[src/rtl/seg7_pkg.sv]
`default_nettype none
// +--------------------------------------------------------------------+
// | seg7_pkg : shared types, constants and hex glyph table for seg7     |
// | Rev 1.0                                                             |
// +--------------------------------------------------------------------+
package seg7_pkg;

  typedef enum logic [1:0] {
    IDLE  = 2'd0,
    BLANK = 2'd1,
    DRIVE = 2'd2
  } scan_state_t;

  typedef logic [1:0] digit_idx_t;

  localparam logic [6:0] SEG_BLANK = 7'h7F;

  // Active-low glyphs, bit 6 = segment a ... bit 0 = segment g.
  function automatic logic [6:0] hex_glyph(input logic [3:0] nibble);
    logic [6:0] g;
    case (nibble)
      4'h0:    g = 7'b0000001;
      4'h1:    g = 7'b1001111;
      4'h2:    g = 7'b0010010;
      4'h3:    g = 7'b0000110;
      4'h4:    g = 7'b1001100;
      4'h5:    g = 7'b0100100;
      4'h6:    g = 7'b0100000;
      4'h7:    g = 7'b0001111;
      4'h8:    g = 7'b0000000;
      4'h9:    g = 7'b0000100;
      4'hA:    g = 7'b0001000;
      4'hB:    g = 7'b1100000;
      4'hC:    g = 7'b0110001;
      4'hD:    g = 7'b1000010;
      4'hE:    g = 7'b0110000;
      default: g = 7'b0111000;
    endcase
    return g;
  endfunction

endpackage
`default_nettype wire

[src/rtl/seg7_scan_ctrl_hex.sv]
`default_nettype none
// +--------------------------------------------------------------------+
// | hex_to_seg7 : combinational nibble to active-low 7-segment glyph    |
// | Rev 1.0                                                             |
// +--------------------------------------------------------------------+
module hex_to_seg7
  import seg7_pkg::*;
(
  input  logic [3:0] nibble,
  output logic [6:0] seg
);

  always_comb begin
    seg = hex_glyph(nibble);
  end

endmodule
`default_nettype wire

[src/rtl/seg7_scan_ctrl.sv]
`default_nettype none
// +--------------------------------------------------------------------+
// | seg7_scan_ctrl : 4-digit multiplexed 7-seg scanner, tear-free load  |
// | Rev 1.0                                                             |
// +--------------------------------------------------------------------+
module seg7_scan_ctrl
  import seg7_pkg::*;
#(
  parameter int SLOT_CYCLES  = 16,
  parameter int BLANK_CYCLES = 4
) (
  input  logic        clk,
  input  logic        reset,
  input  logic        en,
  input  logic [15:0] din,
  input  logic [3:0]  dp_in,
  input  logic        din_valid,
  output logic        din_ready,
  output logic        an3,
  output logic        an2,
  output logic        an1,
  output logic        an0,
  output logic [6:0]  seg,
  output logic        dp,
  output logic        frame_done
);

  localparam int CNT_W = (SLOT_CYCLES > 1) ? $clog2(SLOT_CYCLES) : 1;
  localparam logic [CNT_W-1:0] CNT_BLANK_LAST = CNT_W'(BLANK_CYCLES - 1);
  localparam logic [CNT_W-1:0] CNT_SLOT_LAST  = CNT_W'(SLOT_CYCLES - 1);
  localparam logic [CNT_W-1:0] CNT_ONE        = CNT_W'(1);

  scan_state_t      state_q, state_d;
  logic [CNT_W-1:0] cnt_q, cnt_d;
  digit_idx_t       idx_q, idx_d;

  logic [15:0] disp_q, disp_d;
  logic [3:0]  disp_dp_q, disp_dp_d;
  logic [15:0] pend_q, pend_d;
  logic [3:0]  pend_dp_q, pend_dp_d;
  logic        pend_full_q, pend_full_d;

  logic [3:0]  an_q, an_d;
  logic [6:0]  seg_q, seg_d;
  logic        dp_q, dp_d;
  logic        frame_done_q, frame_done_d;

  logic        boundary;
  logic        commit;
  logic        accept;
  logic        drive;
  logic [3:0]  cur_nib;
  logic [6:0]  glyph;

  always_comb begin
    state_d = state_q;
    cnt_d   = cnt_q;
    idx_d   = idx_q;
    if (!en) begin
      state_d = IDLE;
      cnt_d   = '0;
      idx_d   = 2'd3;
    end else begin
      case (state_q)
        IDLE: begin
          state_d = BLANK;
          cnt_d   = '0;
          idx_d   = 2'd3;
        end
        BLANK: begin
          cnt_d = cnt_q + CNT_ONE;
          if (cnt_q == CNT_BLANK_LAST) state_d = DRIVE;
        end
        DRIVE: begin
          if (cnt_q == CNT_SLOT_LAST) begin
            state_d = BLANK;
            cnt_d   = '0;
            idx_d   = idx_q - 2'd1;
          end else begin
            cnt_d = cnt_q + CNT_ONE;
          end
        end
        default: begin
          state_d = IDLE;
          cnt_d   = '0;
          idx_d   = 2'd3;
        end
      endcase
    end
  end

  // Display regs only change at a frame boundary (or while parked), so a
  // frame never mixes two values.
  always_comb begin
    boundary    = en && (state_q == DRIVE) && (idx_q == 2'd0) && (cnt_q == CNT_SLOT_LAST);
    commit      = pend_full_q && (boundary || (state_q == IDLE));
    accept      = din_valid && !pend_full_q;
    disp_d      = disp_q;
    disp_dp_d   = disp_dp_q;
    pend_d      = pend_q;
    pend_dp_d   = pend_dp_q;
    pend_full_d = pend_full_q;
    if (commit) begin
      disp_d      = pend_q;
      disp_dp_d   = pend_dp_q;
      pend_full_d = 1'b0;
    end
    if (accept) begin
      pend_d      = din;
      pend_dp_d   = dp_in;
      pend_full_d = 1'b1;
    end
  end

  always_comb begin
    cur_nib = disp_q[{idx_q, 2'b00} +: 4];
  end

  hex_to_seg7 u_hex (
    .nibble (cur_nib),
    .seg    (glyph)
  );

  // Gating with en blanks the pins on the very next edge after en drops.
  always_comb begin
    drive        = en && (state_q == DRIVE);
    an_d         = drive ? ~(4'b0001 << idx_q) : 4'hF;
    seg_d        = drive ? glyph : SEG_BLANK;
    dp_d         = drive ? ~disp_dp_q[idx_q] : 1'b1;
    frame_done_d = boundary;
  end

  always_ff @(posedge clk or posedge reset) begin
    if (reset) begin
      state_q      <= IDLE;
      cnt_q        <= '0;
      idx_q        <= 2'd3;
      disp_q       <= '0;
      disp_dp_q    <= '0;
      pend_q       <= '0;
      pend_dp_q    <= '0;
      pend_full_q  <= 1'b0;
      an_q         <= 4'hF;
      seg_q        <= SEG_BLANK;
      dp_q         <= 1'b1;
      frame_done_q <= 1'b0;
    end else begin
      state_q      <= state_d;
      cnt_q        <= cnt_d;
      idx_q        <= idx_d;
      disp_q       <= disp_d;
      disp_dp_q    <= disp_dp_d;
      pend_q       <= pend_d;
      pend_dp_q    <= pend_dp_d;
      pend_full_q  <= pend_full_d;
      an_q         <= an_d;
      seg_q        <= seg_d;
      dp_q         <= dp_d;
      frame_done_q <= frame_done_d;
    end
  end

  assign din_ready  = ~pend_full_q;
  assign an3        = an_q[3];
  assign an2        = an_q[2];
  assign an1        = an_q[1];
  assign an0        = an_q[0];
  assign seg        = seg_q;
  assign dp         = dp_q;
  assign frame_done = frame_done_q;

endmodule
`default_nettype wire

[config.mk]
export PLATFORM = sky130hd
export DESIGN_NAME = seg7_scan_ctrl
export DESIGN_NICKNAME = d
export VERILOG_FILES = /design/src/rtl/seg7_pkg.sv /design/src/rtl/seg7_scan_ctrl_hex.sv /design/src/rtl/seg7_scan_ctrl.sv
export SDC_FILE = /design/constraint.sdc
export NUM_CORES = 1
export LEC_CHECK = 0
export CAP_MARGIN = 25
export CORE_MARGIN = 2
export CORE_UTILIZATION = 40
export CTS_CLUSTER_SIZE = 12
export DETAILED_ROUTE_END_ITERATION = 10
export GPL_ROUTABILITY_DRIVEN = 1
export HOLD_SLACK_MARGIN = 0.15
export PLACE_DENSITY_LB_ADDON = 0.08
export SLEW_MARGIN = 20
export SYNTH_ARGS = -nofsm -noshare
export SYNTH_HDL_FRONTEND = slang
export SYNTH_SLANG_ARGS = --single-unit
[constraint.sdc]
create_clock -name clk -period 2 [get_ports clk]
set_clock_uncertainty 0.15 [all_clocks]
set_input_delay 0.2 -clock clk [delete_from_list [all_inputs] [get_ports clk]]
set_output_delay 0.2 -clock clk [all_outputs]
set_load 0.02 [all_outputs]
==> run_1/ff_map.png <==
Other sequential cells in the stronger gray, the rest of the logic in the fainter gray.
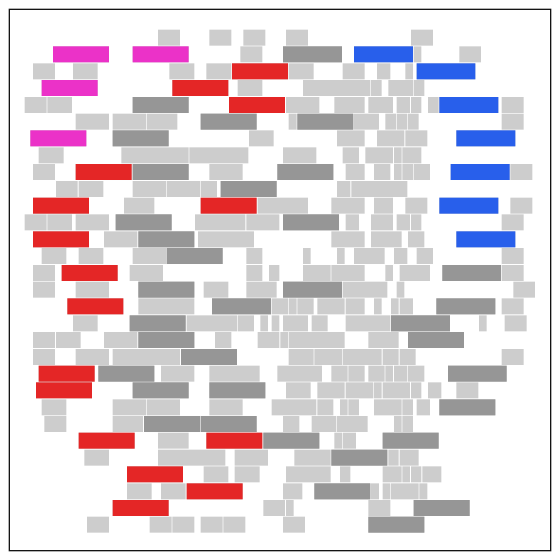
- pend_dp_q: magenta (flops 4; where upper left)
- pend_q: red (flops 16)
- seg: blue (flops 7; where upper right)
- not colored: 35
area taken by flip-flops and latches: 0.00157 mm²
power consumed by sequential cells: 2050 µW

==> run_1/m2.png <==
Scale bar: 20 µm.
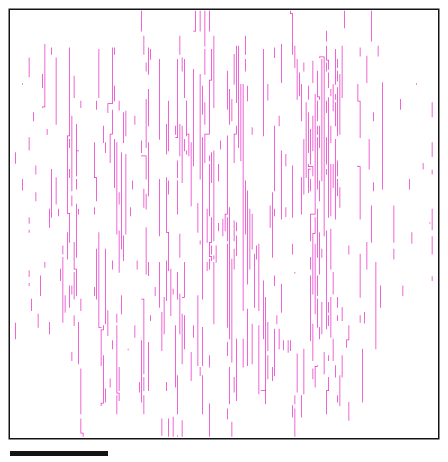
- longest straight run: 46.2 µm
- main direction: vertical
- nets with wire on the layer: 266
Global Route met2 Usage: 23.1%
vias: 1785
Detailed Route WL: 5.33 mm

==> run_1/placed.png <==
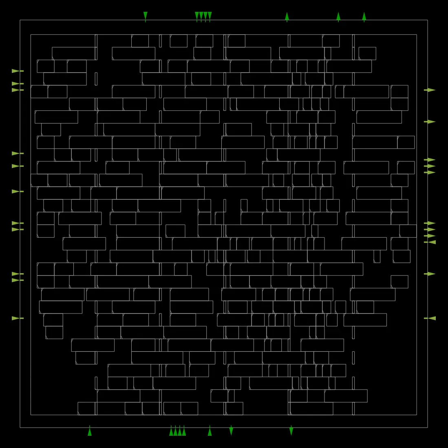
number of cell rows: 30
number of fill cells in the layout: 555
number of sequential storage elements: 62

==> reports/metrics.json, run 1 <==
{
  "grt_setup_unrepaired": {"value": "yes"},
  "synth_area_leader_cell": {"value": "sky130_fd_sc_hd__dfrtp_1"},
  "status": {"value": "complete, but fails checks"},
  "finalNonFillerCells": {"value": 360},
  "hold_path.startpoint": {"value": "dp_in[3]"},
  "crit_path_top_delay_cell": {"value": "sky130_fd_sc_hd__dfstp_2"},
  "synth.comb.largest_family": {"value": "multiplexers"},
  "slew_headroom": {"value": 77.0, "unit": "%"},
  "synth_cell_type_count": {"value": 41},
  "floorplan.nets": {"value": 244},
  "globalRouteOverflowTotal": {"value": 0},
  "largestPowerGroup": {"value": "combinational logic"},
  "clock_power_share": {"value": 23.5, "unit": "%"},
  "dp.cells": {"value": 333},
  "warnings": {"value": 40},
  "setup_slack": {"value": -0.115, "unit": "ns"},
  "clkLatencyLatePin": {"value": 0.35, "unit": "ns"},
  "grt_pass1_wl": {"value": 8.56, "unit": "mm"},
  "finish.net_count": {"value": 314},
  "required": {"value": 2.12, "unit": "ns"},
  "path_depth": {"value": 4},
  "clock_path_buffers": {"value": 2},
  "finalCriticalPeriod": {"value": 2.12, "unit": "ns"},
  "yosys-stat-area": {"value": 0.00279, "unit": "mm²"},
  "slew_viol_final": {"value": 0},
  "post_synth_and_or_nand_nor_area_fraction": {"value": 6.56, "unit": "%"},
  "initial_utilization": {"value": 41.2, "unit": "%"},
  "post_synth_inst_count": {"value": 205},
  "syn_to_final_growth": {"value": 43.2, "unit": "%"},
  "post_cts_clock_slew_at_the_launch_and_capture_registers_of_the_worst_setup_and_hold_paths": {"value": 0.08, "unit": "ns"},
  "cp_bufs_invs": {"value": 1},
  "clk-power": {"value": 1490, "unit": "µW"},
  "reg2reg_from": {"value": "idx_q[0]$_DFFE_PP1P_"},
  "detailedRoute.firstPassIterationCount": {"value": 4},
  "seqPwrFrac": {"value": 32.4, "unit": "%"},
  "drc": {"value": 0},
  "power_density": {"value": 1590, "unit": "mW/mm²"},
  "yosys.area.top_type_share": {"value": 43.1, "unit": "%"},
  "whs_path_depth": {"value": 2},
  "enable_flop_cells": {"value": 0},
  "setup_viol": {"value": 20},
  "clockRootBuffer": {"value": "sky130_fd_sc_hd__clkbuf_8"},
  "rr_endpoint": {"value": "seg[5]$_DFF_PP1_"},
  "core_area": {"value": 0.00676, "unit": "mm²"},
  "htree_levels": {"value": 3},
  "hold_violations": {"value": 0},
  "dp_slack": {"value": -0.138, "unit": "ns"},
  "whs_endpoint": {"value": "pend_dp_q[3]$_DFFE_PP0P_"},
  "critical_path_class": {"value": "reg2reg"},
  "critPathMaxFanout": {"value": 6},
  "power.share.switching": {"value": 29.6, "unit": "%"},
  "cts_buffers": {"value": 9},
  "power_report.internal_total": {"value": 4460, "unit": "µW"},
  "via_per_inst": {"value": 4.96},
  "power.leakage": {"value": 0.00177, "unit": "µW"},
  "detail-route-antenna-nets": {"value": 0},
  "ys_sh_aoi": {"value": 4.72, "unit": "%"},
  "die_w": {"value": 87.4, "unit": "µm"},
  "wire_per_inst": {"value": 14.8, "unit": "µm"},
  "tritoncts_num_sinks": {"value": 62},
  "grt_max_degree": {"value": 37},
  "die_height": {"value": 87.4, "unit": "µm"},
  "first_iter_violations": {"value": 64},
  "synth.cell_area": {"value": 0.00279, "unit": "mm²"},
  "critical_path.cell_chain": {"value": "buf_6 -> mux4_2 -> mux2_4 -> a221o_1"},
  "netSwitchingPower": {"value": 1880, "unit": "µW"},
  "p_total": {"value": 6340, "unit": "µW"},
  "failed_checks": {"value": "setup timing"}
}
[run 1: logic make-up (layout without fill, tap and decap cells)]
logic type      Yosys count  count (layout)
flops                    62              62
fa+ha+maj                15              15
buf+inv                  18              93
xor+xnor                  2               2
compound gates           22              22
mux                      49              49
simple gates             37              37
[run 1: cell type report]
class                           count  area, µm²
Sequential cell                    62       1570
Fill cell                         555       2770
Inverter                            9       38.8
Tap cell                           80        100
Clock inverter                      7        145
Multi-Input combinational cell    125       1290
Timing Repair Buffer               68        722
Clock buffer                        9        124
[run 1: routing by layer]
layer / GRT usage [%] / up-vias / share of wire [%] / routed length, µm
li1: - / 863 / - / -
met1: 19.5 / 884 / 47 / 2510
met2: 23.1 / 30 / 48 / 2550
met3: 5.21 / 8 / 3.5 / 184
met4: 5.87 / 0 / 1.5 / 80
met5: 0 / - / 0 / 0
==> run_1/layers.png <==
Only two layers are drawn.
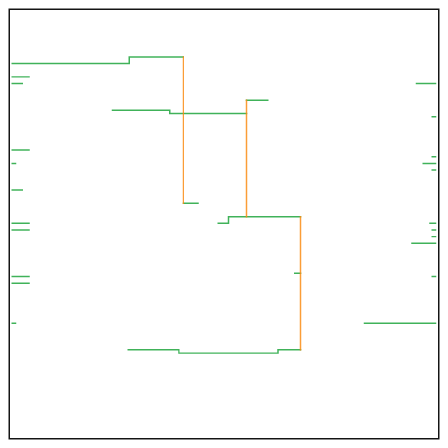

==> run 2: changes to the inputs <==
--- a/config.mk
+++ b/config.mk
@@ -12,7 +12,7 @@
 export DETAILED_ROUTE_END_ITERATION = 10
 export GPL_ROUTABILITY_DRIVEN = 1
 export HOLD_SLACK_MARGIN = 0.15
-export PLACE_DENSITY_LB_ADDON = 0.08
+export PLACE_DENSITY = 0.73
 export SLEW_MARGIN = 20
 export SYNTH_ARGS = -nofsm -noshare
 export SYNTH_HDL_FRONTEND = slang
==> run_2/layers.png <==
Only two layers are drawn.
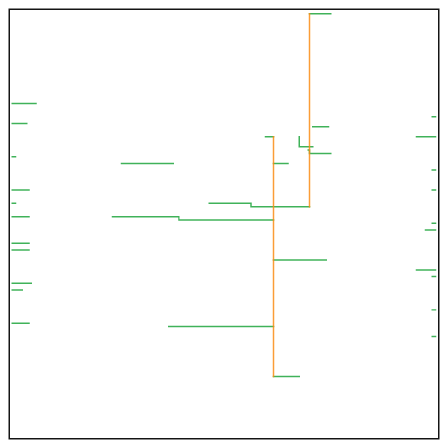
- M3: green (wire length 172 µm)
- M4: orange (wire length 88.4 µm)
Routed WL per cell: 14.4 µm
Detailed Route WL: 5.09 mm
vias: 1746
total global-route track usage: 15.1%

==> run_2/placed.png <==
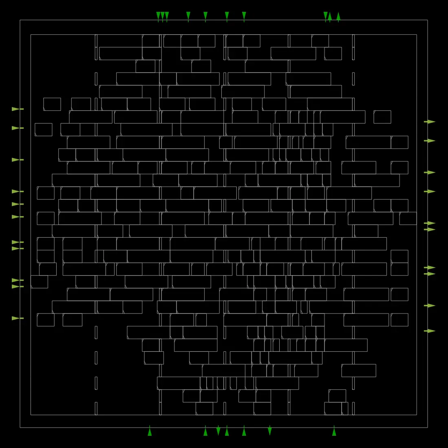
number of fill cells in the layout: 529
final cell utilization of the core: 57.0%
number of well-tap cells placed: 80

==> reports/metrics.json, run 2 <==
{
  "status": {"value": "complete, but fails checks"},
  "failed_checks": {"value": "setup timing"},
  "synth_cell_type_count": {"value": 41, "change": "unchanged"},
  "slew_headroom": {"value": 78.3, "unit": "%", "change": "+1.3 points"},
  "power_report.internal_total": {"value": 4050, "unit": "µW", "change": "-9.1%"},
  "floorplan.nets": {"value": 244, "change": "unchanged"},
  "detail-route-antenna-nets": {"value": 0, "change": "unchanged"},
  "rr_endpoint": {"value": "seg[3]$_DFF_PP1_"},
  "nClkBuffers": {"value": 9, "change": "unchanged"},
  "signal_buffers": {"value": 62, "change": "-8.8%"},
  "p_total": {"value": 5880, "unit": "µW", "change": "-7.2%"},
  "tritoncts_num_sinks": {"value": 62, "change": "unchanged"},
  "logic_gate_count": {"value": 125, "change": "unchanged"},
  "synth.cell_area": {"value": 0.00279, "unit": "mm²", "change": "unchanged"},
  "combGateArea": {"value": 0.00128, "unit": "mm²", "change": "-1.1%"},
  "path_depth": {"value": 5, "change": "+1"},
  "setup_viol": {"value": 23, "change": "+15%"},
  "whs_path_depth": {"value": 2, "change": "unchanged"},
  "globalRouteOverflowTotal": {"value": 0, "change": "unchanged"},
  "detailedRoute.firstPassIterationCount": {"value": 4, "change": "unchanged"},
  "cts_buffers": {"value": 9, "change": "unchanged"},
  "clk-power": {"value": 1210, "unit": "µW", "change": "-19%"},
  "critPathMaxFanout": {"value": 8, "change": "+2"},
  "grt_pass1_wl": {"value": 8.56, "unit": "mm", "change": "unchanged"},
  "power.share.switching": {"value": 31.1, "unit": "%", "change": "+1.5 points"},
  "synth_area_leader_cell": {"value": "sky130_fd_sc_hd__dfrtp_1"},
  "dp_slack": {"value": -0.140, "unit": "ns", "change": "-0.00254 ns"},
  "largest_class": {"value": "flip-flops and latches"},
  "hold_path.startpoint": {"value": "din[6]"},
  "finish.net_count": {"value": 308, "change": "-1.9%"},
  "setup_slack": {"value": -0.118, "unit": "ns", "change": "-0.00241 ns"},
  "yosys.area.top_type_share": {"value": 43.1, "unit": "%", "change": "unchanged"},
  "finalCriticalPeriod": {"value": 2.12, "unit": "ns", "change": "+0.00241 ns"},
  "seq-power": {"value": 2060, "unit": "µW", "change": "about the same"},
  "clockRootBuffer": {"value": "sky130_fd_sc_hd__clkbuf_8"},
  "clock_path_buffers": {"value": 2, "change": "unchanged"},
  "dp.cells": {"value": 329, "change": "-1.2%"},
  "whs_endpoint": {"value": "pend_q[6]$_DFFE_PP0P_"},
  "die_w": {"value": 87.4, "unit": "µm", "change": "unchanged"},
  "clkLatencyLatePin": {"value": 0.34, "unit": "ns", "change": "about the same"},
  "buf_share": {"value": 16.8, "unit": "%", "change": "-1.3 points"},
  "cp_bufs_invs": {"value": 3, "change": "+2"},
  "htree_levels": {"value": 3, "change": "unchanged"},
  "clock_power_share": {"value": 20.6, "unit": "%", "change": "-2.9 points"},
  "die_height": {"value": 87.4, "unit": "µm", "change": "unchanged"},
  "seqPwrFrac": {"value": 35.0, "unit": "%", "change": "+2.6 points"},
  "warnings": {"value": 40, "change": "unchanged"},
  "grt_max_degree": {"value": 63, "change": "+70%"},
  "first_iter_violations": {"value": 62, "change": "-3.1%"},
  "post_synth_inst_count": {"value": 205, "change": "unchanged"},
  "ff_latch_area": {"value": 0.00157, "unit": "mm²", "change": "unchanged"},
  "numSequentialCells": {"value": 62, "change": "unchanged"},
  "largestPowerGroup": {"value": "combinational logic"},
  "inv_count": {"value": 9, "change": "unchanged"}
}
-- run 2: cell counts after synthesis --
Identical to the previous run, type by type.
-- run 2: metal layers --
metal  vias to the layer above  part of all wire (%)  GRT usage, %
met5                         -                     0             0
met4                         0                   1.7          7.13
met3                         8                   3.4          4.55
met2                        38                    49          23.2
met1                       851                    46          19.6
li1                        849                     -             -
-- run 2: kinds of logic after synthesis --
| family | Yosys count | share of synthesized area (%) |
|---|---|---|
| mux | 49 | 22.0 |
| flops | 62 | 56.3 |
| compound gates | 22 | 4.72 |
| xor+xnor | 2 | 0.629 |
| simple gates | 37 | 6.56 |
| fa+ha+maj | 15 | 6.74 |
| buf+inv | 18 | 3.05 |
==> run_2/m2.png <==
Scale bar: 20 µm.
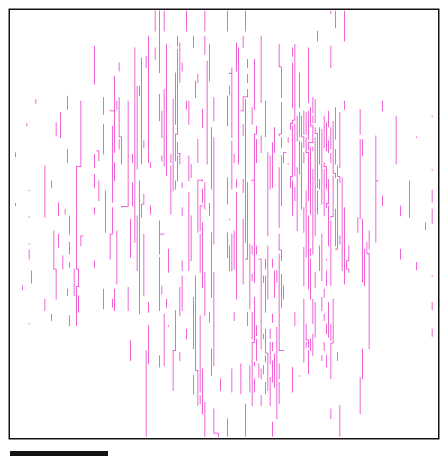

==> run 3: changes to the inputs <==
--- a/config.mk
+++ b/config.mk
@@ -7,13 +7,14 @@
 export LEC_CHECK = 0
 export CAP_MARGIN = 25
 export CORE_MARGIN = 2
-export CORE_UTILIZATION = 40
+export CORE_UTILIZATION = 41
 export CTS_CLUSTER_SIZE = 12
 export DETAILED_ROUTE_END_ITERATION = 10
 export GPL_ROUTABILITY_DRIVEN = 1
 export HOLD_SLACK_MARGIN = 0.15
-export PLACE_DENSITY = 0.73
-export SLEW_MARGIN = 20
+export MAX_ROUTING_LAYER = met4
+export PLACE_DENSITY = 0.74
+export SLEW_MARGIN = 15
 export SYNTH_ARGS = -nofsm -noshare
 export SYNTH_HDL_FRONTEND = slang
 export SYNTH_SLANG_ARGS = --single-unit
==> run_3/m2.png <==
Scale bar: 20 µm.
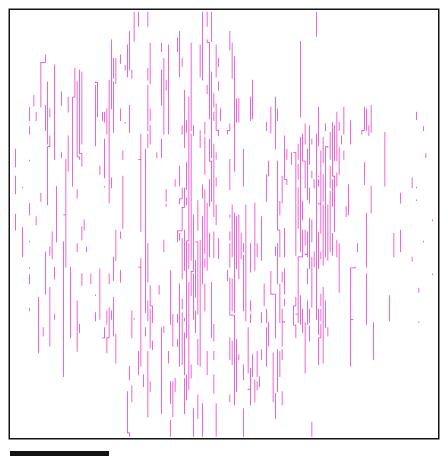
- wire length on this layer: 2550 µm
- main direction: vertical
- longest straight run: 37.4 µm
Global Route met2 Usage: 23.2%
vias: 1790

==> run_3/port_trees.png <==
Scale bar: 20 µm.
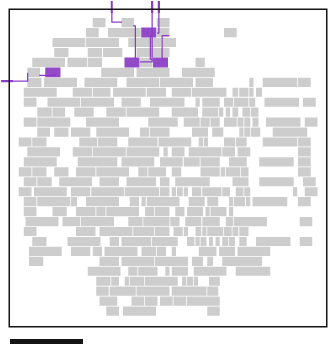
- dp_in: purple (direction input; end cells 4; buffers 4; wire 66.3 µm)
I/O pin cnt: 38
quantity of I/O buffers inserted on ports: 37

==> reports/metrics.json, run 3 <==
{
  "status": {"value": "complete, but fails checks"},
  "failed_checks": {"value": "setup timing"},
  "fillCellCount": {"value": 532, "change": "+0.57%"},
  "synth.cell_area": {"value": 0.00279, "unit": "mm²", "change": "unchanged"},
  "p_total": {"value": 6010, "unit": "µW", "change": "+2.2%"},
  "yosys-stat-area": {"value": 0.00279, "unit": "mm²"},
  "ys_sh_adder": {"value": 6.74, "unit": "%", "change": "unchanged"},
  "grt_max_degree": {"value": 48, "change": "-24%"},
  "floorplan.nets": {"value": 244, "change": "unchanged"},
  "tritoncts_num_sinks": {"value": 62, "change": "unchanged"},
  "post-route-util": {"value": 58.5, "unit": "%", "change": "+1.5 points"},
  "seq-power": {"value": 2060, "unit": "µW", "change": "about the same"},
  "top_cells_by_area": {"value": "sky130_fd_sc_hd__dfrtp_1, sky130_fd_sc_hd__dfstp_2, sky130_fd_sc_hd__mux2_2"},
  "post_synth_and_or_nand_nor_area_fraction": {"value": 6.56, "unit": "%", "change": "unchanged"},
  "detailedRoute.firstPassIterationCount": {"value": 4, "change": "unchanged"},
  "clkLatencyLatePin": {"value": 0.34, "unit": "ns", "change": "about the same"},
  "use_met1": {"value": 19.1, "unit": "%", "change": "-0.51 points"},
  "synth.area.mux_share": {"value": 22.0, "unit": "%", "change": "unchanged"},
  "synth.comb.largest_family": {"value": "multiplexers"},
  "whs_path_depth": {"value": 1, "change": "-1"},
  "grt-busiest-layer": {"value": "met2"},
  "dp.cells": {"value": 333, "change": "+1.2%"},
  "seqPwrFrac": {"value": 34.3, "unit": "%", "change": "-0.7 points"},
  "dp_slack": {"value": -0.112, "unit": "ns", "change": "+0.0286 ns"},
  "setup_slack": {"value": -0.127, "unit": "ns", "change": "-0.00994 ns"},
  "globalRouteOverflowTotal": {"value": 0, "change": "unchanged"},
  "die_w": {"value": 86.4, "unit": "µm", "change": "-1.2%"},
  "yosys.area.top_type_share": {"value": 43.1, "unit": "%", "change": "unchanged"},
  "critPathMaxFanout": {"value": 7, "change": "-1"},
  "power_report.internal_total": {"value": 4180, "unit": "µW", "change": "+3.2%"},
  "warnings": {"value": 40, "change": "unchanged"},
  "wire_per_inst": {"value": 14.5, "unit": "µm", "change": "+1.1%"},
  "power.share.switching": {"value": 30.5, "unit": "%", "change": "-0.62 points"},
  "whs_endpoint": {"value": "cnt_q[0]$_DFF_PP0_"},
  "synth-xor-area-share": {"value": 0.629, "unit": "%", "change": "unchanged"},
  "drt_wl_total": {"value": 5.22, "unit": "mm", "change": "+2.5%"},
  "largestPowerGroup": {"value": "combinational logic"},
  "post_cts_hold_buffer_count": {"value": 1},
  "power_density": {"value": 1540, "unit": "mW/mm²"},
  "grt.total_usage": {"value": 15.3, "unit": "%", "change": "+0.21 points"},
  "die_height": {"value": 86.4, "unit": "µm", "change": "-1.2%"},
  "clockRootBuffer": {"value": "sky130_fd_sc_hd__clkbuf_8"},
  "finalCriticalPeriod": {"value": 2.13, "unit": "ns", "change": "+0.00994 ns"},
  "finish.net_count": {"value": 313, "change": "+1.6%"},
  "clock_path_buffers": {"value": 2, "change": "unchanged"},
  "clock_power_share": {"value": 20.3, "unit": "%", "change": "-0.3 points"},
  "grt_pass1_wl": {"value": 8.31, "unit": "mm", "change": "-2.9%"},
  "first_iter_violations": {"value": 32, "change": "-48%"},
  "detail-route-antenna-nets": {"value": 0, "change": "unchanged"},
  "global_route.usage.met3": {"value": 3.43, "unit": "%", "change": "-1.1 points"},
  "hold_path.startpoint": {"value": "cnt_q[0]$_DFF_PP0_"},
  "m1WireLength": {"value": 2.38, "unit": "mm", "change": "+0.98%"},
  "met2_wirelength": {"value": 2.55, "unit": "mm", "change": "+3.1%"},
  "cts_buffers": {"value": 9, "change": "unchanged"},
  "ys_sh_aoi": {"value": 4.72, "unit": "%", "change": "unchanged"},
  "dr_wl_met3": {"value": 166, "unit": "µm", "change": "-3.5%"},
  "fmaxAchievable": {"value": 470, "unit": "MHz"},
  "cts-resized-gates": {"value": 5},
  "post_synth_inst_count": {"value": 205, "change": "unchanged"},
  "synth_area_leader_cell": {"value": "sky130_fd_sc_hd__dfrtp_1"},
  "setup_viol": {"value": 12, "change": "-48%"},
  "syn-mean-instance-area": {"value": 13.6, "unit": "µm²"},
  "synth_cell_type_count": {"value": 41, "change": "unchanged"},
  "clk-power": {"value": 1220, "unit": "µW", "change": "about the same"},
  "rr_endpoint": {"value": "seg[3]$_DFF_PP1_"},
  "htree_levels": {"value": 3, "change": "unchanged"},
  "slew_headroom": {"value": 77.4, "unit": "%", "change": "-0.96 points"}
}
run 3: cell counts after synthesis:
No cell type changed its count.
run 3: worst max-delay path, delay by kind of cell (launching register included):
family / cells / cell delay, ns
AND/OR/NAND/NOR: 1 / 0.12
multiplexers: 1 / 0.61
flip-flops: 1 / 0.63
adder cells (fa/ha/maj): 1 / 0.25
AND-OR/OR-AND: 2 / 0.29
run 3: area by class of cell:
type                       count  area [µm²]  share of cell area [%]
sequential                    62        1570                    40.2
multi-input combinational    125        1280                    32.8
timing repair buffer          67         702                    18.0
clock buffer                   9         124                    3.17
clock inverter                 7        97.6                    2.50
tap                           80         100                    2.56
inverter                       9        33.8                   0.865
Power is estimated from default activity; no workload was simulated.
